Figure 1. Floorplan with the power grid (run 1).
Scale: 3 px per um. Pins as bars on the die edge. Tap cells in grey.
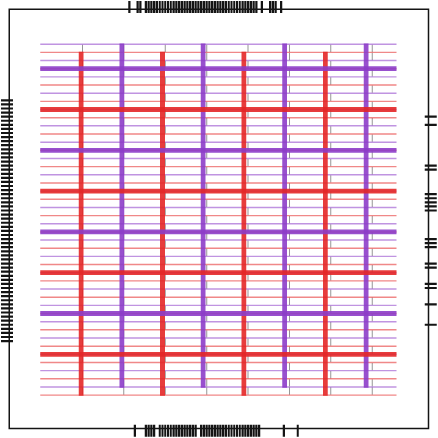
Figure 2. Cell classes on the final placement (run 1).
Scale: 3 px per um. Fill, decap, tap and diode cells in grey.
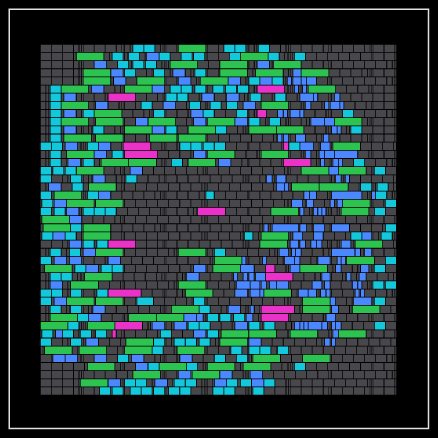
Figure 3. Clock network drawn from the DEF (run 1).
Scale: 3 px per um.
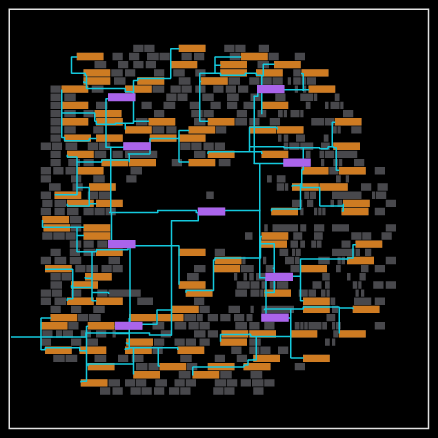
<file path="src/rtl/game_stage_sequencer.sv">
// game_stage_sequencer: steps through the game-manager ROM stage table (fetch, wait, run, advance)
// Ports:
//   clk_i, reset_i (async, active-high)
//   start_i (begin at addr 0), tick_i (wait timebase), stage_clear_i (stage finished)
//   update_game_manager_i + rom_* fields from the ROM reader for the presented address
//   addr_o / sync_game_manager_o drive the ROM reader (sync low requests a refresh)
//   stage_o .. display_pos_*_o are the latched stage fields
//   stage_active_o, stage_start_o, busy_o, done_o, fetch_error_o (sticky) are status flags
// Build option: define GAME_SEQ_LOOP_EN to restart from addr 0 at end of table instead of stopping.
module game_stage_sequencer #(
  parameter int         ADDR_WIDTH    = 8,
  parameter int         FETCH_TIMEOUT = 15,
  parameter logic [7:0] END_STAGE     = 8'hFF
) (
  input  logic                  clk_i,
  input  logic                  reset_i,
  input  logic                  start_i,
  input  logic                  tick_i,
  input  logic                  stage_clear_i,
  input  logic                  update_game_manager_i,
  input  logic [7:0]            rom_stage_i,
  input  logic [9:0]            rom_attack_amount_i,
  input  logic [9:0]            rom_platform_amount_i,
  input  logic [2:0]            rom_gravity_direction_i,
  input  logic [9:0]            rom_display_pos_x1_i,
  input  logic [9:0]            rom_display_pos_y1_i,
  input  logic [9:0]            rom_display_pos_x2_i,
  input  logic [9:0]            rom_display_pos_y2_i,
  input  logic [7:0]            rom_wait_time_i,
  output logic [ADDR_WIDTH-1:0] addr_o,
  output logic                  sync_game_manager_o,
  output logic [7:0]            stage_o,
  output logic [9:0]            attack_amount_o,
  output logic [9:0]            platform_amount_o,
  output logic [2:0]            gravity_direction_o,
  output logic [9:0]            display_pos_x1_o,
  output logic [9:0]            display_pos_y1_o,
  output logic [9:0]            display_pos_x2_o,
  output logic [9:0]            display_pos_y2_o,
  output logic                  stage_active_o,
  output logic                  stage_start_o,
  output logic                  busy_o,
  output logic                  done_o,
  output logic                  fetch_error_o
);
  localparam int CW = $clog2(FETCH_TIMEOUT + 1);
  typedef enum logic [2:0] {IDLE, FETCH, CHECK, WAIT, ACTIVE, DONE} state_t;
  state_t                state_q, state_d;
  logic [ADDR_WIDTH-1:0] addr_q, addr_d;
  logic                  err_q, err_d;
  logic [CW-1:0]         fetch_cnt_q;
  logic [7:0]            wait_cnt_q;
  logic                  sync_q, stage_start_q, active_q, busy_q, done_q;
  logic [7:0]            stage_q;
  logic [9:0]            attack_q, platform_q, x1_q, y1_q, x2_q, y2_q;
  logic [2:0]            gravity_q;
  logic                  capture, table_end;
  // an update seen in the first two FETCH cycles may belong to the previous address
  assign capture   = state_q == FETCH && update_game_manager_i && fetch_cnt_q >= CW'(2);
  assign table_end = (state_q == CHECK && stage_q == END_STAGE) ||
                     (state_q == ACTIVE && stage_clear_i && &addr_q);
  always_comb begin
    state_d = state_q;
    addr_d  = addr_q;
    err_d   = err_q;
    case (state_q)
      IDLE, DONE: if (start_i) begin
        state_d = FETCH;
        addr_d  = '0;
        err_d   = 1'b0;
      end
      FETCH: if (capture) state_d = CHECK;
        else if (fetch_cnt_q == CW'(FETCH_TIMEOUT - 1)) begin
          state_d = DONE;
          err_d   = 1'b1;
        end
      CHECK:  state_d = WAIT;
      WAIT:   state_d = wait_cnt_q == '0 ? ACTIVE : WAIT;
      ACTIVE: if (stage_clear_i) begin
        state_d = FETCH;
        addr_d  = addr_q + 1'b1;
      end
      default: state_d = IDLE;
    endcase
    // end marker or last table slot overrides the normal advance (no address wrap)
    if (table_end) begin
`ifdef GAME_SEQ_LOOP_EN
      state_d = FETCH;
      addr_d  = '0;
`else
      state_d = DONE;
      addr_d  = addr_q;
`endif
    end
  end
  always_ff @(posedge clk_i or posedge reset_i) begin
    if (reset_i) begin
      state_q       <= IDLE;
      addr_q        <= '0;
      err_q         <= 1'b0;
      fetch_cnt_q   <= '0;
      wait_cnt_q    <= '0;
      sync_q        <= 1'b1;
      stage_start_q <= 1'b0;
      active_q      <= 1'b0;
      busy_q        <= 1'b0;
      done_q        <= 1'b0;
      stage_q       <= '0;
      attack_q      <= '0;
      platform_q    <= '0;
      gravity_q     <= '0;
      x1_q          <= '0;
      y1_q          <= '0;
      x2_q          <= '0;
      y2_q          <= '0;
    end else begin
      state_q       <= state_d;
      addr_q        <= addr_d;
      err_q         <= err_d;
      fetch_cnt_q   <= state_q == FETCH ? fetch_cnt_q + 1'b1 : '0;
      sync_q        <= state_d != FETCH;
      stage_start_q <= state_q == WAIT && state_d == ACTIVE;
      active_q      <= state_d == ACTIVE;
      busy_q        <= !(state_d inside {IDLE, DONE});
      done_q        <= state_d == DONE;
      if (capture) begin
        stage_q    <= rom_stage_i;
        attack_q   <= rom_attack_amount_i;
        platform_q <= rom_platform_amount_i;
        gravity_q  <= rom_gravity_direction_i;
        x1_q       <= rom_display_pos_x1_i;
        y1_q       <= rom_display_pos_y1_i;
        x2_q       <= rom_display_pos_x2_i;
        y2_q       <= rom_display_pos_y2_i;
        wait_cnt_q <= rom_wait_time_i;
      end else if (state_q == WAIT && wait_cnt_q != '0 && tick_i) wait_cnt_q <= wait_cnt_q - 8'd1;
    end
  end
  assign addr_o              = addr_q;
  assign sync_game_manager_o = sync_q;
  assign stage_o             = stage_q;
  assign attack_amount_o     = attack_q;
  assign platform_amount_o   = platform_q;
  assign gravity_direction_o = gravity_q;
  assign display_pos_x1_o    = x1_q;
  assign display_pos_y1_o    = y1_q;
  assign display_pos_x2_o    = x2_q;
  assign display_pos_y2_o    = y2_q;
  assign stage_active_o      = active_q;
  assign stage_start_o       = stage_start_q;
  assign busy_o              = busy_q;
  assign done_o              = done_q;
  assign fetch_error_o       = err_q;
endmodule

</file>
<file path="config.mk">
export PLATFORM = sky130hd
export DESIGN_NAME = game_stage_sequencer
export DESIGN_NICKNAME = d
export VERILOG_FILES = /design/src/rtl/game_stage_sequencer.sv
export SDC_FILE = /design/constraint.sdc
export NUM_CORES = 1
export LEC_CHECK = 0
export CAP_MARGIN = 20
export CELL_PAD_IN_SITES_DETAIL_PLACEMENT = 0
export CELL_PAD_IN_SITES_GLOBAL_PLACEMENT = 2
export CORE_MARGIN = 10
export CORE_UTILIZATION = 30
export DETAILED_ROUTE_END_ITERATION = 8
export PLACE_DENSITY = 0.87
export SLEW_MARGIN = 40
export SYNTH_ARGS = -nofsm -noshare
export SYNTH_HDL_FRONTEND = slang
export SYNTH_SLANG_ARGS = --single-unit
export TNS_END_PERCENT = 100
</file>
<file path="constraint.sdc">
create_clock -name clk_i -period 6.96 [get_ports clk_i]
set_input_delay 0.696 -clock clk_i [delete_from_list [all_inputs] [get_ports clk_i]]
set_output_delay 0.696 -clock clk_i [all_outputs]
set_load 0.05 [all_outputs]
</file>
==> summary.txt, run 1 <==
run results: final setup fails 0, Clock Pin Slew Worst Setup and Hold Paths approximately 0.07 ns, grt ovf 0, DRT Pass-1 Iters 4, first-pass GRT wire length roughly 19,000 um, Clock buffer cells 10, RR Startpoint state_q[0], Max-Cap Viols 0, count of tool warnings 27, Fin Hold WS approximately 0.49 ns, Pwr Total 3.508 mW, Startpoint Class register, Hold Violations, Final 0, combinational share of cell area 0.2533, # IOs 170, power per cell area around 540 nW/um^2, invs w/o clock 8, Arrival @ worst endpoint approximately 3 ns, Seq share, synth 0.5868, worst min path class register to register, Util after Layout 0.4655, yosys cell count around 310, top power group combinational logic, H-Tree Depth 3, Post-synth regs 100, period utilisation layout 0.3941, final WL around 12,000 um, Sequential Power Share 0.296, Top cell area share 0.5806, area share of fa/ha/maj cells after synthesis 0.01173, CP Capture Point busy_o, Post-Layout Cell Count 666, post-synthesis cell area ~4300 um^2, Primary FF master, synth dfrtp_1, hold buffers post-CTS 0, final setup margin roughly 4.2 ns, FF-to-FF path depth 5, Syn. warnings 0, asr flop ratio synth 1.000, R2R Setup Slk about 4.2 ns, mux share 0.1897, outcome finished clean, Top cell excl fill/tap clkdlybuf4s50_1, Top class by area flip-flops and latches, P&R area growth vs syn 51.44%, Setup CP Type register to register, CTS Buf Count 9, P_comb approximately 1.9 mW, Slew Limit Fails 0, dpl hpwl 9019 um, sequential portion of the cell area 0.3875, FP Core Util 0.3074, Yosys Chip Area between 4000 and 5000 um^2, DP Worst Slack ~3.9 ns, drc violations 0, largest net degree at the start of global routing 52, # Taps 180, dominant logic cell types in the final layout clkdlybuf4s50_1, dfrtp_1, mux2_2, nand2_1, nor2_1, Post-Synth Simple-Gate Area 0.1026, aoi share 0.06100, Final GP Congestion 0.7405, buffers added on ports ~170, ant diodes 0, crit path max fanout between 50 and 60
Back to the opening pictures, Figure 1:
[purple] VDD
[red] VSS
tap cells: 180
met5 straps: 8
met4 straps: 8
signal pins: 170

Back to the opening pictures, Figure 2:
[cyan] remaining buffers and delay cells | cells: 172
[blue] remaining logic cells | cells: 198
[magenta] clock drivers and dummy loads | cells: 16
[green] sequential cells | cells: 100

Back to the opening pictures, Figure 3:
[cyan] clock wires | length: 1,330 um
[orange] flip-flops | count: 100
[purple] clock-net drivers | count: 9
routed clock nets: 10
clk pwr: 0.573 mW
Clock power frac: 0.163
Worst Skew: 0.006761 ns
clk latency late pin: 0.34 ns

==> run 1: flip-flops by register name, summed over array words and instances, names as in the netlist, 3 cells and up <==
register	cells
state_q	3
display_pos_x1_o	10
display_pos_y1_o	10
fetch_cnt_q	4
wait_cnt_q	8
addr_o	8
gravity_direction_o	3
platform_amount_o	10
attack_amount_o	10
stage_o	8
display_pos_x2_o	10
display_pos_y2_o	10
==> run 1: routing by layer <==
layer	track usage	vias up	share of wire
li1	-	1444	-
met1	0.1305	1507	0.39
met2	0.2031	91	0.51
met3	0.05478	15	0.084
met4	0.05327	0	0.020
met5	0	-	0
==> run 1: cells by family (layout without fill, tap and decap cells) <==
kind of cell,Yosys count,count (layout)
compound gates,34,34
xor+xnor,9,9
fa+ha+maj,4,4
buf+inv,23,196
flops,100,100
mux,72,72
simple gates,71,71
Figure 4. Congestion heat map (run 1).
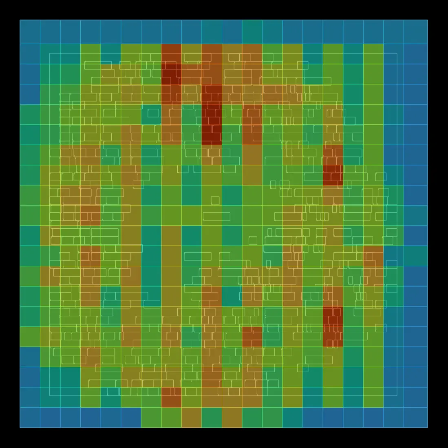

==> run 2: changes to the inputs <==
Settings changed: CORE_UTILIZATION 30 to 25, PLACE_DENSITY 0.87 to 0.77.
Clock period 6.96 ns to 2.5 ns, I/O delays scaled along.
Figure 5. Congestion heat map (run 2).
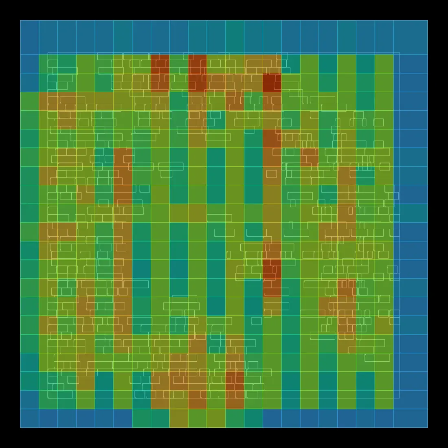
met3 usage: 0.05792
wire per inst: 16.75 um
Global Route met1 Usage: 0.1163
Global Route Usage Sum: 0.1048
Util after Layout: 0.3911

==> run 2 against run 1 <==
  * Critical path depth up 2
  * Die size up 17%
  * Routed wire length grew 1.5%
  * Synthesized cell count unchanged
  * Critical endpoint unchanged
  * Largest cell class unchanged
  * Critical path type unchanged
  * Global-route usage down 1.7 points
  * Fmax is 30% higher
  * Core utilization fell by 7.4 points
  * Sequential power increased to 2.8 times the previous value
==> summary.txt, run 2 <==
run results: outcome finished clean, Startpoint Class register, buffers added on ports 169, root buffer cell clkbuf_16, FP Core Util 0.2564, met3 wire len 1358 um, drc violations 0, # IOs 170, Clock buffer cells 10, RSZ-0062 raised after global routing false, aoi share 0.06100, met2 wire length about 5600 um, ant diodes 0, Sequential Power Share 0.302, count of tool warnings 29, # Taps 220, post-synthesis cell area 4267 um^2, Slew Limit Fails 0, Clock power frac 0.145, Post-Synth Simple-Gate Area 0.1026, GRT met2 Usage 0.1647, Arrival @ worst endpoint 2.34 ns, top routing layer used met4, dpl hpwl ~8900 um, Seq share, synth 0.5868, Top Usage Layer GRT met2, sequential portion of the cell area 0.3847, Fillers 1,606, mux share 0.1897, Clock Pin Slew Worst Setup and Hold Paths ~0.070 ns, internal power ~5.1 mW, RR Startpoint wait_cnt_q[0], R2R Setup Slk between 0.3 and 0.4 ns, asr flop ratio synth 1.000, dominant logic cell types in the final layout clkdlybuf4s50_1, dfrtp_1, mux2_2, nand2_1, nor2_1, Max-Cap Viols 0, clk pwr around 1.4 mW, yosys cell count roughly 310, top power group combinational logic, crit path max fanout 4, combinational share of cell area 0.2514, clk latency late pin between 0.3 and 0.4 ns, worst path buffer plus inverter count 1, final WL around 12,000 um, area share of fa/ha/maj cells after synthesis 0.01173, largest net degree at the start of global routing slightly above 100, Top cell excl fill/tap clkdlybuf4s50_1, Post-synth regs approximately 100, CTS Buf Count 9, Post-Layout Cell Count around 710, worst min path class primary input to async pin, met1 wire length approximately 4700 um, Fin Hold WS just over 0.4 ns, Top class by area flip-flops and latches, Setup CP Type register to register, Syn. warnings 0, Final GP Congestion a little under 0.8, invs w/o clock 8, Yosys Chip Area around 4300 um^2, FF-to-FF path depth 7, hold buffers post-CTS 0, grt ovf 0, fmax 474.4 MHz, Pwr Total between 9 and 10 mW, Primary FF master, synth dfrtp_1, final setup fails 0, Top cell area share 0.5806, first-pass GRT wire length ~19,000 um, period utilisation layout 0.8432, P_comb around 5.3 mW, Hold Violations, Final 0, H-Tree Depth 3, P&R area growth vs syn 52.55%, Final nets ~570, Worst Skew ~0.015 ns
Figure 6. Metal layers overlaid (run 2).
Scale: 3 px per um.
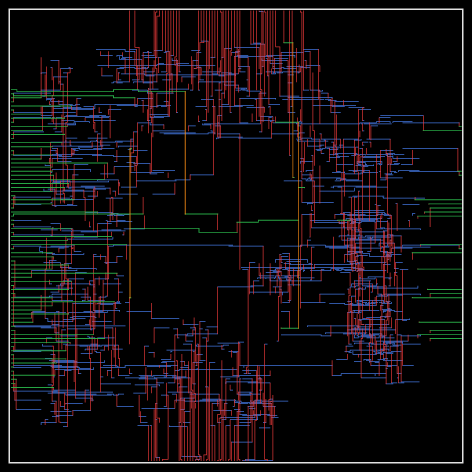
[blue] M1 | wire length: 4,730 um
[green] M3 | wire length: 1,360 um
[red] M2 | wire length: 5,570 um
[orange] M4 | wire length: 204 um

## run 2: cell types whose count changed in the layout (fill, tap and decap cells not counted), moves of 2 or more
cell / previous run / this run
buf_12: 0 / 3
bufinv_16: 3 / 0
clkinvlp_4: 0 / 2
inv_6: 0 / 3
## run 2: per-stage QoR
stage | utilization | worst slack [ns]
CTS | 0.3911 | 0.3716
global placement | 0.3735 | 0.2949
floorplan | - | 0.3313
detailed placement | 0.3735 | 0.2631
global route | 0.3911 | 0.2454
finish | 0.3911 | 0.3919
## run 2: worst max path at each step
stage / startpoint / end / cells after the start
finish: wait_cnt_q[0] / busy_o / 7
detailed placement: start_i / addr_o[5] / 6
floorplan: addr_o[0] / addr_o[5] / 6
CTS: wait_cnt_q[0] / busy_o / 7
global placement: stage_clear_i / addr_o[5] / 6
global route: wait_cnt_q[0] / busy_o / 7
Power is estimated from default activity; no workload was simulated.
